==> run_1/io_fan.png <==
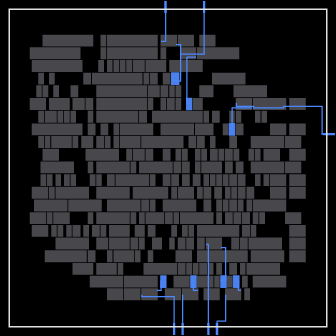
==> run_1/layer_met3.png <==
The bar under the picture is 20 um long.
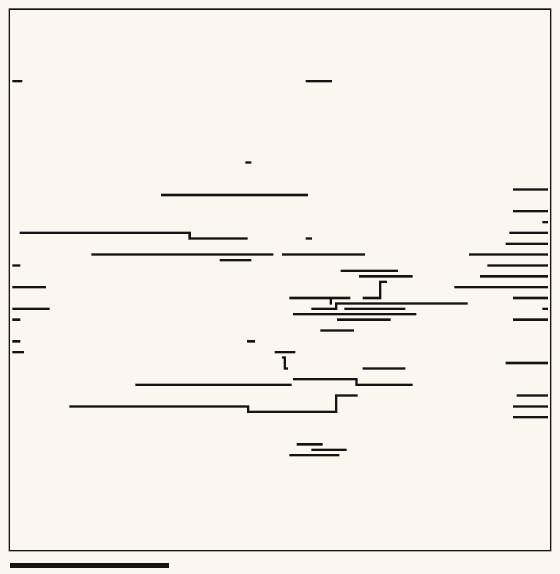
==> run_1/logic_types.png <==
The bar under the picture is 20 um long.
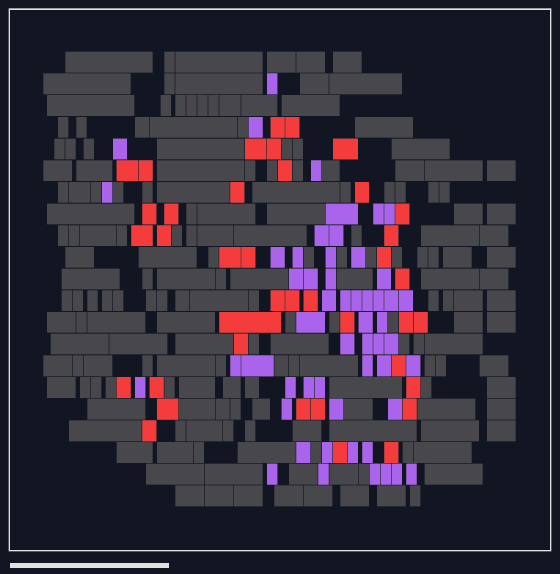
`src/rtl/clock_set_ctrl.sv`:
```
// clock_set_ctrl: button-driven time-setting controller for an H:M:S clock.
// Two raw buttons (mode, inc) are synchronized and debounced into one-cycle
// press events. Mode presses walk RUN -> SET_HR -> SET_MIN -> SET_SEC -> RUN;
// inc presses advance the captured field with wrap. Leaving a SET state
// produces a one-cycle load strobe for that field on the following cycle.
// Optional feature macro: CLOCK_SET_AUTOREPEAT_EN (hold-to-repeat on inc).
//
// Strobe semantics: loaden_hr/min/sec are one-cycle pulses, at most one high
// at a time, qualifying load; load is 0 whenever no strobe is high. There is
// no back-pressure; the counters must accept a load in the strobe cycle.
//
// Press timing: counting the first clk edge that samples a new raw level as
// edge 1, the internal press pulse is high after edge DEBOUNCE_CYCLES+3 and
// the FSM acts on it at the next edge.
module clock_set_ctrl #(
    parameter int         DEBOUNCE_CYCLES = 16,
    parameter logic [6:0] HR_MAX          = 7'd23,
    parameter logic [6:0] MIN_MAX         = 7'd59,
    parameter logic [6:0] SEC_MAX         = 7'd59,
    parameter int         REPEAT_DELAY    = 64,
    parameter int         REPEAT_RATE     = 16
) (
    input  logic       clk,
    input  logic       reset,
    input  logic       btn_mode,
    input  logic       btn_inc,
    input  logic [6:0] cur_hr,
    input  logic [6:0] cur_min,
    input  logic [6:0] cur_sec,
    output logic [6:0] load,
    output logic       loaden_hr,
    output logic       loaden_min,
    output logic       loaden_sec,
    output logic       run_en,
    output logic [1:0] mode,
    output logic [6:0] edit_val
);

    localparam int              DCW     = $clog2(DEBOUNCE_CYCLES + 1);
    localparam logic [DCW-1:0]  DB_LAST = DCW'(DEBOUNCE_CYCLES - 1);

    typedef enum logic [1:0] {
        ST_RUN     = 2'd0,
        ST_SET_HR  = 2'd1,
        ST_SET_MIN = 2'd2,
        ST_SET_SEC = 2'd3
    } state_t;

    // Button lanes: index 0 = mode, index 1 = inc.
    logic [1:0]     sync1, sync2, stable, stable_d, press_q;
    logic [DCW-1:0] db_cnt [2];

    state_t     state_q, state_d;
    logic [6:0] edit_q, edit_d;
    logic [6:0] load_q, load_d;
    logic [2:0] loaden_q, loaden_d;   // {sec, min, hr}
    logic       run_en_q, run_en_d;
    logic       mode_evt, inc_evt;

    // Seconds always restart from 0 on entry to SET_SEC, so cur_sec is never read.
    logic unused_cur_sec;
    assign unused_cur_sec = ^cur_sec;

    // Synchronize, debounce and edge-detect both buttons.
    always_ff @(posedge clk) begin
        if (reset) begin
            sync1    <= '0;
            sync2    <= '0;
            stable   <= '0;
            stable_d <= '0;
            press_q  <= '0;
            for (int i = 0; i < 2; i++) db_cnt[i] <= '0;
        end else begin
            sync1    <= {btn_inc, btn_mode};
            sync2    <= sync1;
            stable_d <= stable;
            press_q  <= stable & ~stable_d;
            for (int i = 0; i < 2; i++) begin
                if (sync2[i] == stable[i]) begin
                    db_cnt[i] <= '0;
                end else if (db_cnt[i] == DB_LAST) begin
                    stable[i] <= sync2[i];
                    db_cnt[i] <= '0;
                end else begin
                    db_cnt[i] <= db_cnt[i] + 1'b1;
                end
            end
        end
    end

    assign mode_evt = press_q[0];

`ifdef CLOCK_SET_AUTOREPEAT_EN
    logic [15:0] rep_cnt;
    logic        rep_first;
    logic        rep_press_q;

    // While inc stays held in a SET state, emit extra presses after
    // REPEAT_DELAY cycles and then every REPEAT_RATE cycles.
    always_ff @(posedge clk) begin
        if (reset) begin
            rep_cnt     <= '0;
            rep_first   <= 1'b1;
            rep_press_q <= 1'b0;
        end else begin
            rep_press_q <= 1'b0;
            if (state_q == ST_RUN || !stable[1]) begin
                rep_cnt   <= '0;
                rep_first <= 1'b1;
            end else if (press_q[1]) begin
                rep_cnt   <= 16'd1;
                rep_first <= 1'b1;
            end else if (rep_cnt == (rep_first ? 16'(REPEAT_DELAY - 1)
                                                : 16'(REPEAT_RATE - 1))) begin
                rep_press_q <= 1'b1;
                rep_cnt     <= '0;
                rep_first   <= 1'b0;
            end else begin
                rep_cnt <= rep_cnt + 16'd1;
            end
        end
    end

    assign inc_evt = press_q[1] | rep_press_q;
`else
    assign inc_evt = press_q[1];
`endif

    // FSM and edit/strobe registers.
    always_ff @(posedge clk) begin
        if (reset) begin
            state_q  <= ST_RUN;
            edit_q   <= '0;
            load_q   <= '0;
            loaden_q <= '0;
            run_en_q <= 1'b1;
        end else begin
            state_q  <= state_d;
            edit_q   <= edit_d;
            load_q   <= load_d;
            loaden_q <= loaden_d;
            run_en_q <= run_en_d;
        end
    end

    // Next-state, edit update and exit-strobe generation; mode wins over inc.
    always_comb begin
        state_d  = state_q;
        edit_d   = edit_q;
        load_d   = '0;
        loaden_d = '0;
        run_en_d = run_en_q;
        if (loaden_q[2]) run_en_d = 1'b1;
        case (state_q)
            ST_RUN: begin
                if (mode_evt) begin
                    state_d  = ST_SET_HR;
                    edit_d   = cur_hr;
                    run_en_d = 1'b0;
                end
            end
            ST_SET_HR: begin
                if (mode_evt) begin
                    state_d  = ST_SET_MIN;
                    edit_d   = cur_min;
                    load_d   = edit_q;
                    loaden_d = 3'b001;
                end else if (inc_evt) begin
                    edit_d = (edit_q >= HR_MAX) ? 7'd0 : edit_q + 7'd1;
                end
            end
            ST_SET_MIN: begin
                if (mode_evt) begin
                    state_d  = ST_SET_SEC;
                    edit_d   = 7'd0;
                    load_d   = edit_q;
                    loaden_d = 3'b010;
                end else if (inc_evt) begin
                    edit_d = (edit_q >= MIN_MAX) ? 7'd0 : edit_q + 7'd1;
                end
            end
            ST_SET_SEC: begin
                if (mode_evt) begin
                    state_d  = ST_RUN;
                    edit_d   = 7'd0;
                    load_d   = edit_q;
                    loaden_d = 3'b100;
                end else if (inc_evt) begin
                    edit_d = (edit_q >= SEC_MAX) ? 7'd0 : edit_q + 7'd1;
                end
            end
            default: state_d = ST_RUN;
        endcase
    end

    assign mode       = state_q;
    assign edit_val   = edit_q;
    assign load       = load_q;
    assign loaden_hr  = loaden_q[0];
    assign loaden_min = loaden_q[1];
    assign loaden_sec = loaden_q[2];
    assign run_en     = run_en_q;

endmodule

```
`config.mk`:
```
export PLATFORM = sky130hd
export DESIGN_NAME = clock_set_ctrl
export DESIGN_NICKNAME = d
export VERILOG_FILES = /design/src/rtl/clock_set_ctrl.sv
export SDC_FILE = /design/constraint.sdc
export NUM_CORES = 1
export LEC_CHECK = 0
export ABC_AREA = 1
export CORE_MARGIN = 4
export CORE_UTILIZATION = 52
export CTS_BUF_LIST = sky130_fd_sc_hd__clkbuf_16
export DETAILED_ROUTE_END_ITERATION = 6
export PLACE_DENSITY = 0.91
export SETUP_SLACK_MARGIN = 0.2
export SLEW_MARGIN = 20
export SYNTH_ARGS = -nofsm -noshare
export SYNTH_HDL_FRONTEND = slang
export SYNTH_SLANG_ARGS = --single-unit
```
`constraint.sdc`:
```
create_clock -name clk -period 3.7 [get_ports clk]
set_clock_uncertainty 0.1 [all_clocks]
set_input_delay 0.74 -clock clk [delete_from_list [all_inputs] [get_ports clk]]
set_output_delay 0.74 -clock clk [all_outputs]
set_load 0.05 [all_outputs]
```
==> Table 3: Implementation characteristics, run 1 <==
Characteristics after synthesis and place and route

Parameter                              Value

GRT
  Gr usage total    between 15 and 20%
  Via count of the first global-routing pass    1509
  GR Overflow Total    0
  Global-route track usage on met1    21.89%
  Met3 track demand over resource in global routing    5.990%

Layout
  Inverters, non-clock    38
  Register bank with the most flops    db_cnt
  Combinational share of cell area    32.91%
  Number of buffers outside the clock class in the layout    37
  Number of fillers in the final layout    248
  Layout overhead on the synthesized area    31.67%
  Dominant logic cell types in the final layout    sky130_fd_sc_hd__clkdlybuf4s50_1, sky130_fd_sc_hd__inv_1, sky130_fd_sc_hd__nor2_1
  Sequential cell area    ~900 um^2
  Multi-input comb cells    153
  Dominant logic cell type in the layout    sky130_fd_sc_hd__clkdlybuf4s50_1

Floorplanning
  Number of placed I/O pins    approximately 45
  Die boundary width    67.76 um
  DIE AREA    4591 um^2

Worst setup path
  CP max stage cell    sky130_fd_sc_hd__clkdlybuf4s50_1
  Required @ worst endpoint    2860 ps
  CP endpoint kind    primary output
  Reg-to-reg startpoint    mode[1]$_SDFFE_PP0P_
  Buffers & Inverters on Critical Path    1
  Total stage count of the critical path    1
  Destination of the worst register-to-register timing path    edit_val[3]$_SDFFE_PP0P_
  Type of origin of the critical path    flop
  Worst-path fanout max    6
  Number of cells on the worst reg-to-reg path    8

Synthesis
  Complex-gate fraction of the synthesized area    between 10 and 15%
  Registers, synthesis    40
  Multiplexer share of the synthesized area    0%
  Largest cells by area after synthesis    sky130_fd_sc_hd__dfxtp_1, sky130_fd_sc_hd__edfxtp_1, sky130_fd_sc_hd__inv_1
  AND/OR/NAND/NOR Cells, Area Fraction    about 22%
  Area share, top type    32.35%
  Most instantiated cells after synthesis    sky130_fd_sc_hd__inv_1, sky130_fd_sc_hd__nor2_1, sky130_fd_sc_hd__nand2_1
  Cell taking the most area after synthesis    sky130_fd_sc_hd__dfxtp_1
  Instance count of the mapped netlist    228
  Post-synthesis async set-or-reset flop share    0%
  Yosys cell count    around 230
  Per-instance average area after synthesis    8.144 um^2

Power
  Clock group total power    0.488 mW
  Logic pwr share    between 40% and 50%
  IR drop worst, VDD    approximately 0.65 mV
  Portion of total power attributed to sequential cells    roughly 32%
  Net Sw Frac    40.79%

Clocking
  Max H-tree Level    2
  Maximum buffer depth of the clock tree    2
  Number of clock sinks    about 40
  Total CTS buffers    5
  Latency at later pin    roughly 290 ps
  Total of hold buffers inserted after clock tree synthesis    0

Route
  Detail-routed net length per standard cell    12.47 um
  Vias post-DR    1625
  Starting DRC count in detailed routing    201

Final timing
  Final worst path period share    65.61%
  Hold slack final    295.8 ps
  Number of slew-limit violations in the final report    0
  Setup total negative slack    0 ps
  Fmax    411.9 MHz

Place
  Routability Congestion    0.9291
  Buffers on Ports    37
  HPWL Detailed    2742 um
  DP Area    2278 um^2

Outcome
  Result of the run    completed

Worst hold path
  Terminating pin of the worst hold path    press_q[1]$_SDFF_PP0_
## Picture notes: io_fan.png
[cur_hr] blue | direction: input | edge: 4 south, 2 north, 1 east | end cells: 7 | buffers: 7 | wire: 142 um

## Picture notes: layer_met3.png
share of all routed wire: 8.9%
wire length on this layer: 355 um

## Picture notes: logic_types.png
[inverting AOI/OAI gates] red | cells: 39 | most used: a21oi_1
[NAND gates] purple | cells: 54 | most used: nand2_1

==> inputs of run 2 (changes only) <==
Settings changed: CORE_UTILIZATION 52 to 44, PLACE_DENSITY 0.91 to 0.83.
Clock period 3.7 ns to 2 ns, I/O delays scaled along.
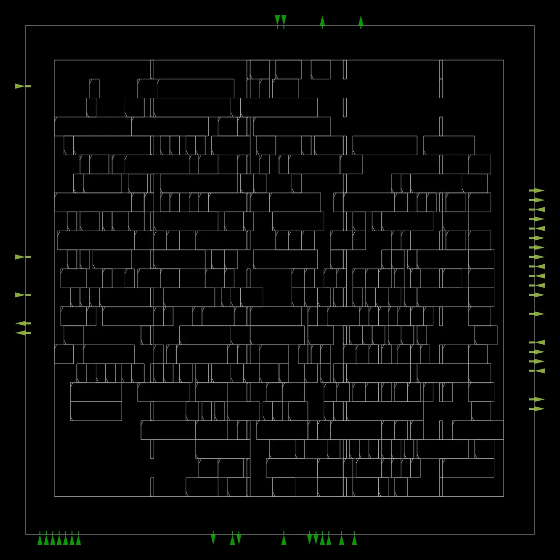
(run_2/placement.png)
final core occ: 62.45%
final sequential cell count: 40
tap cell instance count: 50
post-layout instance count excluding filler cells: 337
register share of the cell area: 35.90%

==> run 2 against run 1 <==
Clock power grew 79%. Via count is 0.31% higher. Critical path type is now reg -> reg. Area after synthesis unchanged. Final cell count is 4.7% higher. Highest routed layer unchanged.
==> Table 3: Implementation characteristics, run 2 <==
Characteristics after synthesis and place and route

Parameter                              Value

GRT
  Gr usage total    16.31% (was 19.91%)
  Pin count of the biggest net entering global routing    15 (unchanged)
  GR Overflow Total    0 (unchanged)
  Wire length of the first global-routing pass    6541 um (was 6658 um)
  Antenna violations before repair    0 (unchanged)
  Global-route met2 utilization    29.76% (was 34.14%)
  Met3 track demand over resource in global routing    4.683% (was 5.990%)
  Global-route track usage on met1    17.16% (was 21.89%)
  Via count of the first global-routing pass    1520 (was 1509)

Worst setup path
  CP max stage cell    sky130_fd_sc_hd__edfxtp_1 (was sky130_fd_sc_hd__clkdlybuf4s50_1)
  Reg-to-reg startpoint    db_cnt[0][0]$_SDFFCE_PN0P_ (was mode[1]$_SDFFE_PP0P_)
  Total stage count of the critical path    8 (was 1)
  Setup crit end    db_cnt[0][2]$_SDFFCE_PN0P_ (was edit_val[5])
  Type of origin of the critical path    flop (unchanged)
  Series of cell instances along the critical path    ha_2 -> nand2_1 -> nor2_1 -> ha_2 -> a21oi_2 -> o211ai_1 -> buf_4 -> nor3b_1 (was clkdlybuf4s50_1)
  Required @ worst endpoint    2010 ps (was 2860 ps)
  Longest individual stage delay on the worst path    420 ps (was 850 ps)
  Buffers & Inverters on Critical Path    1 (unchanged)
  CP endpoint kind    flop (was primary output)
  Worst-path fanout max    3 (was 6)
  Cell occurring most often along the worst timing path    sky130_fd_sc_hd__ha_2
  Setup Crit Path Kind    reg -> reg (was reg -> out)
  Destination of the worst register-to-register timing path    db_cnt[0][2]$_SDFFCE_PN0P_ (was edit_val[3]$_SDFFE_PP0P_)
  Number of cells on the worst reg-to-reg path    8 (unchanged)

Power
  Clock group total power    0.872 mW (was 0.488 mW)
  Net Sw Frac    40.26% (was 40.79%)
  Combinational logic power    1.32 mW (was 0.716 mW)
  Portion of total power attributed to sequential cells    32.6% (was 32.2%)
  Logic pwr share    40.6% (was 40.3%)
  Total power per unit cell area    1295 nW/um^2 (was 726.2 nW/um^2)
  NetSw    1.312 mW (was 0.7242 mW)
  IR drop worst, VDD    0.5403 mV (was 0.6541 mV)
  Leak    1.176 nW (was 1.066 nW)
  Power of the sequential group    1.06 mW (was 0.572 mW)
  Top power consumer group    combinational logic (unchanged)

Synthesis
  Multiplexer share of the synthesized area    0% (unchanged)
  Area share, top type    32.35% (unchanged)
  Part of the Yosys area used for sequential elements    48.52% (unchanged)
  Yosys cell count    228 (unchanged)
  Cell with the most instances after synthesis    sky130_fd_sc_hd__inv_1 (unchanged)
  Cell taking the most area after synthesis    sky130_fd_sc_hd__dfxtp_1 (unchanged)
  Per-instance average area after synthesis    8.144 um^2 (unchanged)
  Cell area after technology mapping    1857 um^2 (unchanged)
  AND/OR/NAND/NOR Cells, Area Fraction    22.30% (unchanged)
  Largest cells by area after synthesis    sky130_fd_sc_hd__dfxtp_1, sky130_fd_sc_hd__edfxtp_1, sky130_fd_sc_hd__inv_1 (unchanged)
  Instance count of the mapped netlist    228 (unchanged)
  Chip area estimate from yosys synthesis    1857 um^2 (unchanged)
  Unique cell types    27 (unchanged)
  Post-synthesis async set-or-reset flop share    0% (unchanged)
  Most instantiated cells after synthesis    sky130_fd_sc_hd__inv_1, sky130_fd_sc_hd__nor2_1, sky130_fd_sc_hd__nand2_1 (unchanged)
  Top_reg_cell synth    sky130_fd_sc_hd__dfxtp_1 (unchanged)
  Yosys Warn Count    0 (unchanged)
  Complex-gate fraction of the synthesized area    12.26% (unchanged)
  Registers, synthesis    40 (unchanged)
  Area fraction in full adders, half adders and majority gates    6.739% (unchanged)

Floorplanning
  DIE AREA    5323 um^2 (was 4591 um^2)
  Number of placed I/O pins    45 (unchanged)
  Die boundary width    72.96 um (was 67.76 um)
  Pre-Place Util    46.09% (was 54.78%)
  Count of standard-cell rows    23 (was 21)
  Overall die height    72.96 um (was 67.76 um)

Route
  Overall routed net length    4033 um (was 4014 um)
  Detail-routed net length per standard cell    11.97 um (was 12.47 um)
  Number of design rule violations left after detail routing    0 (unchanged)
  Via density per instance    4.837 (was 5.047)
  Routed length on met1    1534 um (was 1574 um)
  Length of routed met2 wiring    2131 um (was 1987 um)
  Vias post-DR    1630 (was 1625)
  Starting DRC count in detailed routing    186 (was 201)

Final timing
  Final Critical Period    around 1800 ps
  Final worst path period share    88.16%
  Number of slew-limit violations in the final report    0 (unchanged)
  Count of endpoints failing hold in the final timing report    0 (unchanged)
  Setup repair after global routing missed its margin    true (was false)
  Number of failing setup endpoints in the final timing report    0 (unchanged)
  Fmax    567.1 MHz
  Hold slack final    287.5 ps (was 295.8 ps)
  Slew at the pin closest to its max-slew limit    521.8 ps (was 533.4 ps)
  Setup total negative slack    0 ps (unchanged)

Layout
  Logic cell area    827.0 um^2 (was 804.5 um^2)
  Sequential cell area    903.4 um^2 (was 900.9 um^2)
  # diodes    0 (unchanged)
  Number of buffers outside the clock class in the layout    48 (was 37)
  Multi-input comb cells    153 (unchanged)
  Register bank with the most flops    db_cnt (unchanged)
  Inverters, non-clock    38 (unchanged)
  Top cell class by occupied area    flip-flops and latches (unchanged)
  Combinational share of cell area    32.87% (was 32.91%)
  Number of fillers in the final layout    363 (was 248)
  Layout overhead on the synthesized area    35.51% (was 31.67%)
  Dominant logic cell type in the layout    sky130_fd_sc_hd__inv_1 (was sky130_fd_sc_hd__clkdlybuf4s50_1)
  Final-layout non-clock buffer area share    16.46% (was 15.15%)
  Dominant logic cell types in the final layout    sky130_fd_sc_hd__inv_1, sky130_fd_sc_hd__nor2_1, sky130_fd_sc_hd__nand2_1 (was sky130_fd_sc_hd__clkdlybuf4s50_1, sky130_fd_sc_hd__inv_1, sky130_fd_sc_hd__nor2_1)
  Final #Nets    321 (was 310)
  Clk_buf instances    5 (unchanged)
  Finished Cell Area    2516 um^2 (was 2445 um^2)
  Fraction of layout instances using a drive strength above 1    16.38% (was 5.797%)

Place
  Buffers on Ports    37 (unchanged)
  HPWL Detailed    2848 um (was 2742 um)
  Routability Congestion    0.8441 (was 0.9291)
  DP Cell Count    322 (was 314)
  DP Area    2288 um^2 (was 2278 um^2)
  Placement-stage worst setup slack    131.4 ps (was 1071 ps)

Clocking
  Maximum buffer depth of the clock tree    2 (unchanged)
  Total CTS buffers    5 (unchanged)
  Total of hold buffers inserted after clock tree synthesis    0 (unchanged)
  Clock input transition at the sequential cells of the worst setup and hold paths    60 ps (about the same)
  TritonCTS clock tree    done (unchanged)
  Number of clock sinks    40 (unchanged)
  Latency at later pin    280 ps (was 290 ps)
  Number of post-CTS setup repair buffers    3 (was 0)
  Max H-tree Level    2 (unchanged)
  Root cell of the clock tree    sky130_fd_sc_hd__clkbuf_16 (unchanged)
  Number of resized instances in the post-cts repair step    10 (was 0)

Worst hold path
  Terminating pin of the worst hold path    press_q[1]$_SDFF_PP0_ (unchanged)
  Startpoint of the tightest hold check path    stable_d[1]$_SDFF_PP0_ (unchanged)

Job
  Max cap viols    0 (unchanged)

Outcome
  Result of the run    completed (unchanged)
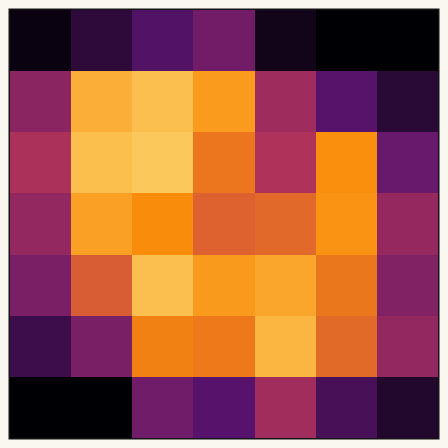
(run_2/cell_density.png)
The die is cut into 7 by 7 equal tiles; black is low, pale yellow is high, 0 to 100% covered.
mean over tiles: 46%
nearly empty tiles: 8.2%
tiles over 75% full: 27%

==> inputs of run 3 (changes only) <==
Settings changed: CTS_CLUSTER_DIAMETER set to 30, MAX_ROUTING_LAYER set to met4.
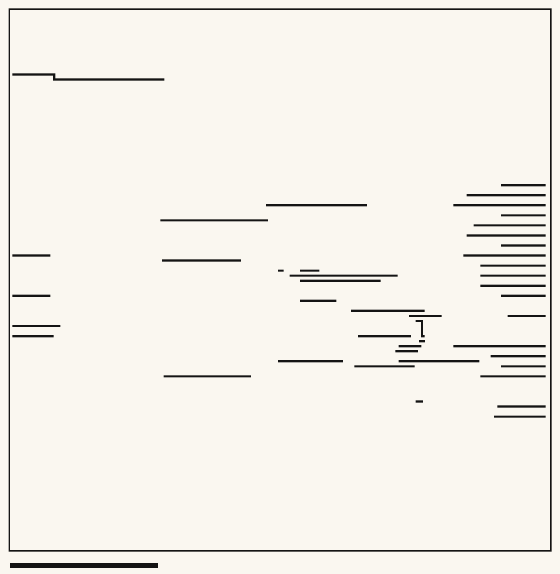
(run_3/layer_met3.png)
The bar under the picture is 20 um long.
longest straight run: 14.7 um
wire length on this layer: 334 um
nets with wire on the layer: 37

==> run 3 against run 2 <==
Combinational power hardly changed. Setup slack hardly changed. Sequential power hardly changed. Wire length is 1.1% higher. Flip-flop count stayed put. Clock power hardly changed. Count of clock-buffer cells in the layout stayed put. Synthesized cell count stayed put. Utilization stayed put. Largest cell class unchanged.
==> Table 3: Implementation characteristics, run 3 <==
Characteristics after synthesis and place and route

Parameter                              Value

Outcome
  Result of the run    completed (unchanged)

Worst setup path
  Required @ worst endpoint    2010 ps (about the same)
  CP max stage cell    sky130_fd_sc_hd__edfxtp_1 (unchanged)
  Setup crit end    db_cnt[0][2]$_SDFFCE_PN0P_ (unchanged)
  Setup Crit Path Kind    reg -> reg (unchanged)
  Destination of the worst register-to-register timing path    db_cnt[0][2]$_SDFFCE_PN0P_ (unchanged)
  Type of origin of the critical path    flop (unchanged)
  Cell occurring most often along the worst timing path    sky130_fd_sc_hd__ha_2 (unchanged)
  Number of cells on the worst reg-to-reg path    8 (unchanged)
  Series of cell instances along the critical path    ha_2 -> nand2_1 -> nor2_1 -> ha_2 -> a21oi_2 -> o211ai_1 -> buf_4 -> nor3b_1 (unchanged)
  Reg-to-reg startpoint    db_cnt[0][0]$_SDFFCE_PN0P_ (unchanged)
  Total stage count of the critical path    8 (unchanged)
  Buffers & Inverters on Critical Path    1 (unchanged)
  Worst-path fanout max    3 (unchanged)
  Longest individual stage delay on the worst path    420 ps (about the same)
  CP endpoint kind    flop (unchanged)

Power
  Logic pwr share    40.6% (about the same)
  Net Sw Frac    40.42% (was 40.26%)
  Leak    1.176 nW (unchanged)
  Clock group total power    0.875 mW (was 0.872 mW)
  NetSw    1.320 mW (was 1.312 mW)
  IR drop worst, VDD    0.5405 mV (was 0.5403 mV)
  Portion of total power attributed to sequential cells    32.6% (about the same)
  Top power consumer group    combinational logic (unchanged)
  Total power per unit cell area    1298 nW/um^2 (was 1295 nW/um^2)

GRT
  Wire length of the first global-routing pass    6548 um (was 6541 um)
  Antenna violations before repair    0 (unchanged)
  Gr usage total    16.82% (was 16.31%)
  Global-route met2 utilization    29.86% (was 29.76%)
  Met3 track demand over resource in global routing    4.683% (unchanged)
  Pin count of the biggest net entering global routing    15 (unchanged)
  Via count of the first global-routing pass    1526 (was 1520)

Route
  Number of design rule violations left after detail routing    0 (unchanged)
  Overall routed net length    4076 um (was 4033 um)
  Via density per instance    4.881 (was 4.837)
  Routed length on met1    1553 um (was 1534 um)
  Detail-routed net length per standard cell    12.09 um (was 11.97 um)
  Vias post-DR    1645 (was 1630)
  Starting DRC count in detailed routing    220 (was 186)

Layout
  Number of buffers outside the clock class in the layout    48 (unchanged)
  Number of fillers in the final layout    363 (unchanged)
  Final-layout non-clock buffer area share    16.46% (unchanged)
  Sequential cell area    903.4 um^2 (unchanged)
  Inverters, non-clock    38 (unchanged)
  Final #Nets    321 (unchanged)
  Multi-input comb cells    153 (unchanged)
  Dominant logic cell types in the final layout    sky130_fd_sc_hd__inv_1, sky130_fd_sc_hd__nor2_1, sky130_fd_sc_hd__nand2_1 (unchanged)
  Finished Cell Area    2516 um^2 (unchanged)
  Dominant logic cell type in the layout    sky130_fd_sc_hd__inv_1 (unchanged)
  Post-layout instance count excluding filler cells    337 (unchanged)
  Final sequential cell count    40 (unchanged)
  Register bank with the most flops    db_cnt (unchanged)
  Register share of the cell area    35.90% (unchanged)
  Final core occ    62.45% (unchanged)
  Top cell class by occupied area    flip-flops and latches (unchanged)
  Clk_buf instances    5 (unchanged)

Worst hold path
  Startpoint of the tightest hold check path    stable_d[1]$_SDFF_PP0_ (unchanged)
  Terminating pin of the worst hold path    press_q[1]$_SDFF_PP0_ (unchanged)

Synthesis
  Per-instance average area after synthesis    8.144 um^2 (unchanged)
  Yosys Warn Count    0 (unchanged)
  Instance count of the mapped netlist    228 (unchanged)
  Cell taking the most area after synthesis    sky130_fd_sc_hd__dfxtp_1 (unchanged)
  Most instantiated cells after synthesis    sky130_fd_sc_hd__inv_1, sky130_fd_sc_hd__nor2_1, sky130_fd_sc_hd__nand2_1 (unchanged)
  Yosys cell count    228 (unchanged)
  Largest cells by area after synthesis    sky130_fd_sc_hd__dfxtp_1, sky130_fd_sc_hd__edfxtp_1, sky130_fd_sc_hd__inv_1 (unchanged)
  Registers, synthesis    40 (unchanged)
  Top_reg_cell synth    sky130_fd_sc_hd__dfxtp_1 (unchanged)
  Cell with the most instances after synthesis    sky130_fd_sc_hd__inv_1 (unchanged)
  Post-synthesis async set-or-reset flop share    0% (unchanged)
  Part of the Yosys area used for sequential elements    48.52% (unchanged)
  AND/OR/NAND/NOR Cells, Area Fraction    22.30% (unchanged)
  Complex-gate fraction of the synthesized area    12.26% (unchanged)
  Cell area after technology mapping    1857 um^2 (unchanged)

Clocking
  Root cell of the clock tree    sky130_fd_sc_hd__clkbuf_16 (unchanged)
  Latency at later pin    280 ps (about the same)
  Clock input transition at the sequential cells of the worst setup and hold paths    60 ps (about the same)
  TritonCTS clock tree    done (unchanged)
  Total CTS buffers    5 (unchanged)
  Max H-tree Level    2 (unchanged)
  Number of post-CTS setup repair buffers    3 (unchanged)
  Total of hold buffers inserted after clock tree synthesis    0 (unchanged)
  Number of resized instances in the post-cts repair step    10 (unchanged)

Place
  DP Area    2288 um^2 (unchanged)
  Buffers on Ports    37 (unchanged)
  DP Cell Count    322 (unchanged)
  Placement-stage worst setup slack    131.4 ps (unchanged)
  Routability Congestion    0.8574 (was 0.8441)

Final timing
  Fmax    567.1 MHz (about the same)
  Final worst path period share    88.18% (was 88.16%)
  Final Critical Period    1764 ps (was 1763 ps)
  Count of endpoints failing hold in the final timing report    0 (unchanged)
  Hold slack final    287.8 ps (was 287.5 ps)
  Slew at the pin closest to its max-slew limit    537.1 ps (was 521.8 ps)
  Number of failing setup endpoints in the final timing report    0 (unchanged)
  Setup repair after global routing missed its margin    true (unchanged)
  Setup total negative slack    0 ps (unchanged)
  Number of slew-limit violations in the final report    0 (unchanged)

Floorplanning
  Pre-Place Util    46.09% (unchanged)
  Number of placed I/O pins    45 (unchanged)
  DIE AREA    5323 um^2 (unchanged)
  Die boundary width    72.96 um (unchanged)
  Tap cell instance count    50 (unchanged)

Job
  Max cap viols    0 (unchanged)
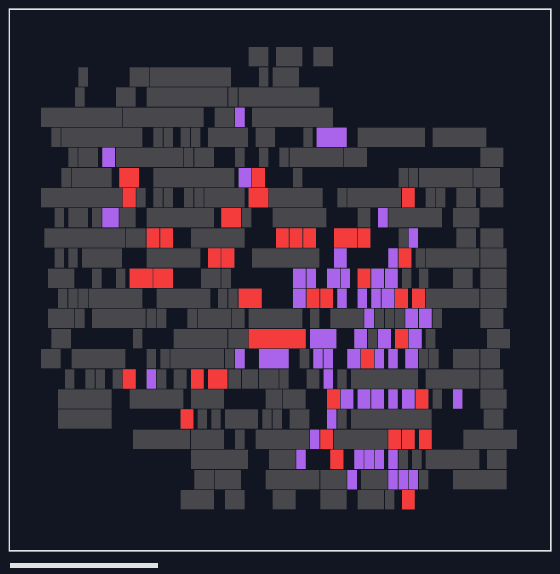
(run_3/logic_types.png)
The bar under the picture is 20 um long.
[NAND gates] purple | cells: 54 | most used: nand2_1
[inverting AOI/OAI gates] red | cells: 39 | most used: a21oi_1

Power and IR drop assume default switching activity.
